`src/rtl/llr_frame_buffer.sv`:
```
// Ping-pong LLR input buffer: saturates raw soft values, fills one bank while the
// decoder randomly reads the other completed bank, frames handed over in FIFO order.
module llr_frame_buffer #(
    parameter int log2n       = 4,
    parameter int n           = 12,
    parameter int n_minus_one = 11,
    parameter int raw_w       = 8,
    parameter int llr_w       = 6
) (
    input  logic                    clk,
    input  logic                    rst,
    input  logic                    in_valid,
    input  logic signed [raw_w-1:0] in_raw,
    output logic                    in_ready,
    input  logic        [log2n-1:0] rd_addr,
    output logic signed [llr_w-1:0] rd_llr,
    output logic                    frame_valid,
    input  logic                    frame_done,
    output logic        [log2n-1:0] fill_count,
    output logic        [1:0]       state
);

    localparam logic        [log2n-1:0] last_idx = log2n'(n_minus_one);
    localparam logic signed [llr_w-1:0] llr_max  = {1'b0, {(llr_w-1){1'b1}}};
    localparam logic signed [llr_w-1:0] llr_min  = {1'b1, {(llr_w-1){1'b0}}};

    function automatic logic signed [llr_w-1:0] sat_llr(input logic signed [raw_w-1:0] x);
        logic signed [raw_w-1:0] hi;
        logic signed [raw_w-1:0] lo;
        hi = {{(raw_w-llr_w){1'b0}}, llr_max};
        lo = {{(raw_w-llr_w){1'b1}}, llr_min};
        if (x > hi) begin
            sat_llr = llr_max;
        end else if (x < lo) begin
            sat_llr = llr_min;
        end else begin
            sat_llr = x[llr_w-1:0];
        end
    endfunction

    logic signed [llr_w-1:0] bank [2][n];
    logic                    wb;
    logic                    rb;
    logic        [1:0]       full;
    logic        [1:0]       full_nxt;
    logic        [1:0]       state_nxt;
    logic                    xfer;
    logic                    frame_end;
    logic                    release_rb;

    // in_ready depends only on registers so upstream sees no combinational loop
    assign in_ready    = !full[wb];
    assign frame_valid = full[rb];

    assign xfer       = in_valid && in_ready;
    assign frame_end  = xfer && (fill_count == last_idx);
    assign release_rb = frame_done && full[rb];

    // A completing write always targets the empty bank while a release targets the
    // full read bank, so both updates can be applied together.
    always_comb begin
        full_nxt = full;
        if (frame_end) begin
            full_nxt[wb] = 1'b1;
        end
        if (release_rb) begin
            full_nxt[rb] = 1'b0;
        end
        state_nxt = {1'b0, full_nxt[0]} + {1'b0, full_nxt[1]};
    end

    // Control stage: bank pointers, full flags, fill counter, occupancy
    always_ff @(posedge clk or negedge rst) begin
        if (!rst) begin
            wb         <= 1'b0;
            rb         <= 1'b0;
            full       <= 2'b00;
            fill_count <= '0;
            state      <= 2'd0;
        end else begin
            full  <= full_nxt;
            state <= state_nxt;
            if (xfer) begin
                fill_count <= frame_end ? '0 : fill_count + 1'b1;
            end
            if (frame_end) begin
                wb <= ~wb;
            end
            if (release_rb) begin
                rb <= ~rb;
            end
        end
    end

    // Write stage: saturated value into the current write bank
    always_ff @(posedge clk or negedge rst) begin
        if (!rst) begin
            bank <= '{default: '0};
        end else if (xfer) begin
            bank[wb][fill_count] <= sat_llr(in_raw);
        end
    end

    // Read stage: one-cycle registered random access into the read bank
    always_ff @(posedge clk or negedge rst) begin
        if (!rst) begin
            rd_llr <= '0;
        end else if (rd_addr > last_idx) begin
            rd_llr <= '0;
        end else begin
            rd_llr <= bank[rb][rd_addr];
        end
    end

endmodule

```
`config.mk`:
```
export PLATFORM = sky130hd
export DESIGN_NAME = llr_frame_buffer
export DESIGN_NICKNAME = d
export VERILOG_FILES = /design/src/rtl/llr_frame_buffer.sv
export SDC_FILE = /design/constraint.sdc
export NUM_CORES = 1
export LEC_CHECK = 0
export CORE_MARGIN = 2
export CORE_UTILIZATION = 50
export CTS_CLUSTER_DIAMETER = 30
export DETAILED_ROUTE_END_ITERATION = 10
export PLACE_DENSITY = 0.68
export SLEW_MARGIN = 5
export SYNTH_ARGS = -nofsm -noshare
export SYNTH_HDL_FRONTEND = slang
export SYNTH_SLANG_ARGS = --single-unit
export TNS_END_PERCENT = 1
```
`constraint.sdc`:
```
create_clock -name clk -period 4.86 [get_ports clk]
set_input_delay 0.729 -clock clk [delete_from_list [all_inputs] [get_ports clk]]
set_output_delay 0.729 -clock clk [all_outputs]
set_load 0.03 [all_outputs]
```
Placement view:
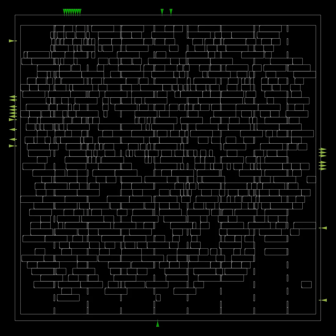
flip-flop and latch share of the layout cell area: 46.9%
filler-free cell count of the finished design: 777
total of fill cells in the finished design: 1206
fraction of the core area covered by cells at the end of the flow: 58.3%

Clock wires, drivers and flops:
Drawn at 4 px/µm.
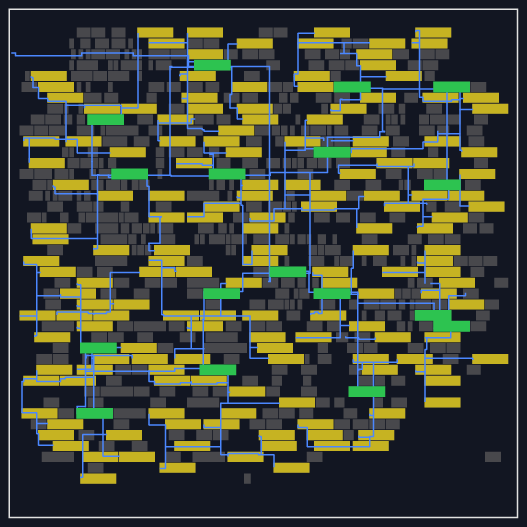
Key: blue = clock wires [length 1880 µm]; green = clock-net drivers [count 17]; yellow = flip-flops [count 160]
There are 18 routed clock nets.
total clock network power: 1.29 mW
share of total power in the clock network: 25.4%

Wiring by layer:
Drawn at 3 px/µm. Only two layers are drawn.
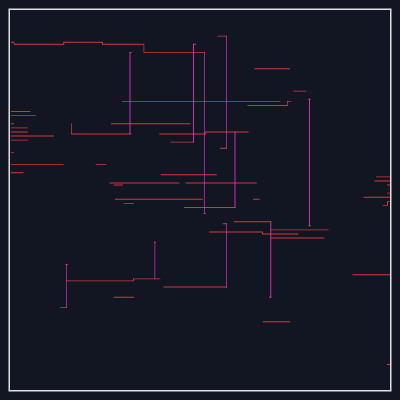
Key: red = M3 [wire length 621 µm]; magenta = M4 [wire length 291 µm]

==> job_summary.md <==
### Metrics collected by this job

| Metric | Value |
|---|---|
| Result of the run | `finished, final reports clean` |
| Setup crit end kind | `output port` |
| Gp weighted congestion | `0.810` |
| Clk buf depth | `2` |
| Cell Area, Synth | `approximately 7500 µm²` |
| Net count of the finished layout | `602` |
| Count of warning messages emitted by the tools | `29` |
| Clock buffers created by TritonCTS | `17` |
| Routed wire length per instance | `21.0 µm` |
| Syn-to-layout area delta | `13.5%` |
| Vias | `4577` |
| CTS tree | `built` |
| Clk ins delay skew pair | `approximately 0.43 ns` |
| Vias per Instance | `between 5 and 6` |
| Met3 Track Usage GR | `4.93%` |
| Chain of cells forming the critical path | `mux2i_4 > clkdlybuf4s50_1` |
| Slowest library cell on the worst path | `sky130_fd_sc_hd__clkdlybuf4s50_1` |
| Total Routed Length | `approximately 16000 µm` |
| Final antenna diode count | `0` |
| Area figure in the yosys stat output | `7520 µm²` |
| Die height | `127 µm` |
| CTS Hold Bufs | `0` |
| Chip width | `127 µm` |
| Unrepaired setup endpoints after global routing | `false` |
| Router iterations before antenna repair | `4` |
| Comb power frac | `31.3%` |
| Post-CTS setup repair buffer count | `0` |
| Main area contributors after synthesis | `sky130_fd_sc_hd__dfrtp_1, sky130_fd_sc_hd__mux2_2, sky130_fd_sc_hd__mux2i_1` |
| Number of antenna violations at the first check in global routing | `0` |
| Required @ worst endpoint | `between 4 and 5 ns` |
| Final hold violation count | `0` |
| Remaining global-route overflow | `0` |
| Kind of launch point of the worst setup path | `flop` |
| Sw Share | `about a third` |
| Number of library cell types mapped by synthesis | `36` |
| GRT Total Usage | `around 22%` |
| Die Outline Area | `16000 µm²` |
| CTS H-tree lvls | `4` |
| Cell count listed in synth_stat.txt | `561` |
| Library cell occupying the most area in the post-synthesis netlist | `sky130_fd_sc_hd__dfrtp_1` |
| Worst ir drop on vdd | `0.476 mV` |
| Number of input and output port buffers inserted | `29` |
| Clock tree root driver cell | `sky130_fd_sc_hd__clkbuf_16` |
| Fin. max-slew vios | `0` |
| # IOs | `30` |
| Post-Route Setup TNS | `0 ns` |
| Gate count of the mapped netlist | `561` |
| WL met3 | `621 µm` |
| Clock sink count | `around 160` |
| FF+latch area | `4000 µm²` |
| Fraction of final layout cells with drive strength greater than 1 | `36.6%` |
| Commonest non-fill, non-tap cell in the layout | `sky130_fd_sc_hd__dfrtp_1` |
| Post-Syn Nets | `582` |
| Class of the tightest hold or removal check | `in -> async` |
| Count of antenna-violating nets left after detailed routing | `0` |
| Minimum clock period | `2.95 ns` |
| Most frequently used cell type in the post-synthesis netlist | `sky130_fd_sc_hd__dfrtp_1` |
| WP buf/inv | `1` |
| Kind of cell with the highest combined delay on the critical path | `buffers and inverters` |
| Met1 GRT Util | `30.7%` |
| Clock-pin slew on the worst setup and hold paths | `0.06 ns` |
| Placed wire-length estimate after detailed placement | `10800 µm` |
| Most frequent cells in the layout | `sky130_fd_sc_hd__dfrtp_1, sky130_fd_sc_hd__mux2_2, sky130_fd_sc_hd__nand2_1` |
| Wire length of the first global-routing pass | `26800 µm` |
| Critical-path maximum fanout | `10` |
| Initial DRC Count | `234` |
| Most frequent cells after synthesis | `sky130_fd_sc_hd__dfrtp_1, sky130_fd_sc_hd__mux2_2, sky130_fd_sc_hd__nand2_1` |
| Net load switching power | `1.61 mW` |
| Comb area | `3390 µm²` |
| Met2 routing resource usage after global routing | `33.9%` |
| Sequential element share of the synthesized area | `53.2%` |
| Internal power | `3.46 mW` |
| Routed length on met1 | `7680 µm` |
| Vias in the first global route | `4867` |
| Static Leak | `3.92 nW` |
| Post-CTS resize count | `0` |
| Fmax achieved | `0.339 GHz` |
| WL met2 | `just under 8000 µm` |
| Topmost layer with routed signal wires | `met4` |
| Most Used Layer, Global Route | `met2` |
| Final setup violation count | `0` |
| Worst-margin pin slew | `1.14 ns` |
| Reg power frac | `43.3%` |
| Slowest Stage Delay on Critical Path | `roughly 0.73 ns` |
| Synth Warn # | `0` |
| Number of remaining DRC errors | `0` |
| Flip-flop and latch count after synthesis | `roughly 160` |
| Placed instance count | `between 700 and 800` |
| Maximum number of pins on one net before global-route repair | `about 74` |
| Average size of a mapped cell | `13.4 µm²` |
| Fp util | `about half` |
| EDFF count, synth | `0` |
| Post-route clock skew | `between 0.01 and 0.015 ns` |
| Slew headroom | `between 20% and 30%` |
| Pwr dens | `594 nW/µm²` |
| WP data arrival | `approximately 2.2 ns` |
| Share of Yosys cell area claimed by the top area cell type | `between 50% and 60%` |
| Crit Path Category | `reg -> out` |
| Final cycle utilization of the critical path | `60.7%` |
| Instance area at placement | `7970 µm²` |
| Total power | `between 5 and 6 mW` |
| Max Cap Violations | `0` |
| Fraction of registers with async set/reset | `100%` |
| Most used DFF post-synth | `sky130_fd_sc_hd__dfrtp_1` |
Supply network:
Drawn at 3 px/µm. Pins as bars on the die edge.
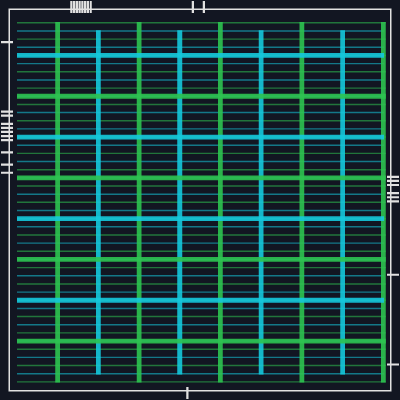
Key: cyan = VDD; green = VSS
45 met1 rails follow the rows. 9 straps on met4. 30 signal pins sit on the boundary. The core has 44 rows.

Cells colored by class:
Drawn at 2 px/µm. Fill, decap, tap and diode cells in gray.
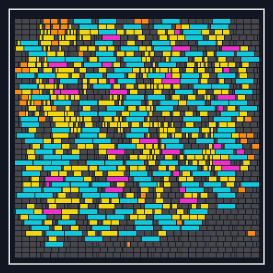
Key: yellow = remaining logic cells [cells 367, share of their area 41%]; magenta = clock drivers and dummy loads [cells 31, share of their area 6.9%]; cyan = registers [cells 160, share of their area 48%]; orange = remaining buffers and delay cells [cells 35, share of their area 4.0%]
final instance area: 8540 µm²
Core ar.: 14600 µm²
Site Rows: 44

-- final timing paths --
kind / start / end / slack [ns] / cells past startpoint
max in group asynchronous: rst / bank[83] / 3.48 / 2
min in group clk: bank[94] / bank[94] / 0.50 / 1
worst max-delay path: wb / in_ready / 1.91 / 2
worst min-delay path: rst / bank[67] / 0.32 / 1
worst min register to register: bank[94] / bank[94] / 0.50 / 1
worst max register to register: fill_count[3] / bank[46] / 2.58 / 4
-- state kept, by name, indices dropped and copies added, names as in the netlist --
register / cells
wb: 1
bank: 144
state: 2
rb: 1
rd_llr: 6
full: 2
fill_count: 4
-- metrics by stage --
step	setup slack, ns	hold WS [ns]
finish	1.91	0.316
global route	1.82	0.370
CTS	1.90	0.335
detailed placement	1.92	0.491
global placement	2.00	0.483
floorplan	2.92	0.433
-- power by group through the flow --
stage / registers, mW / clock network, mW / logic, mW
after floorplan: 2.19 / 0 / 1.15
after global placement: 2.17 / 0 / 1.55
after detailed placement: 2.22 / 0 / 1.59
after CTS: 2.20 / 1.31 / 1.60
after global routing: 2.27 / 1.37 / 1.72
final: 2.19 / 1.29 / 1.59
-- layout make-up --
type	count	area share, %
Sequential cell	160	46.9
Inverter	4	0.176
Multi-Input combinational cell	363	39.7
Clock inverter	13	1.54
Timing Repair Buffer	35	3.88
Clock buffer	18	5.14
Tap cell	184	2.70
-- kinds of logic after synthesis --
logic type      Yosys count  synth area share (%)
fa+ha+maj                 5                 0.831
simple gates            113                  7.55
xor+xnor                  1                 0.116
flops                   160                  53.2
compound gates           28                  2.64
buf+inv                  38                  2.19
mux                     216                  33.5
Power figures rest on the tool's default switching activity, not on a simulated workload.
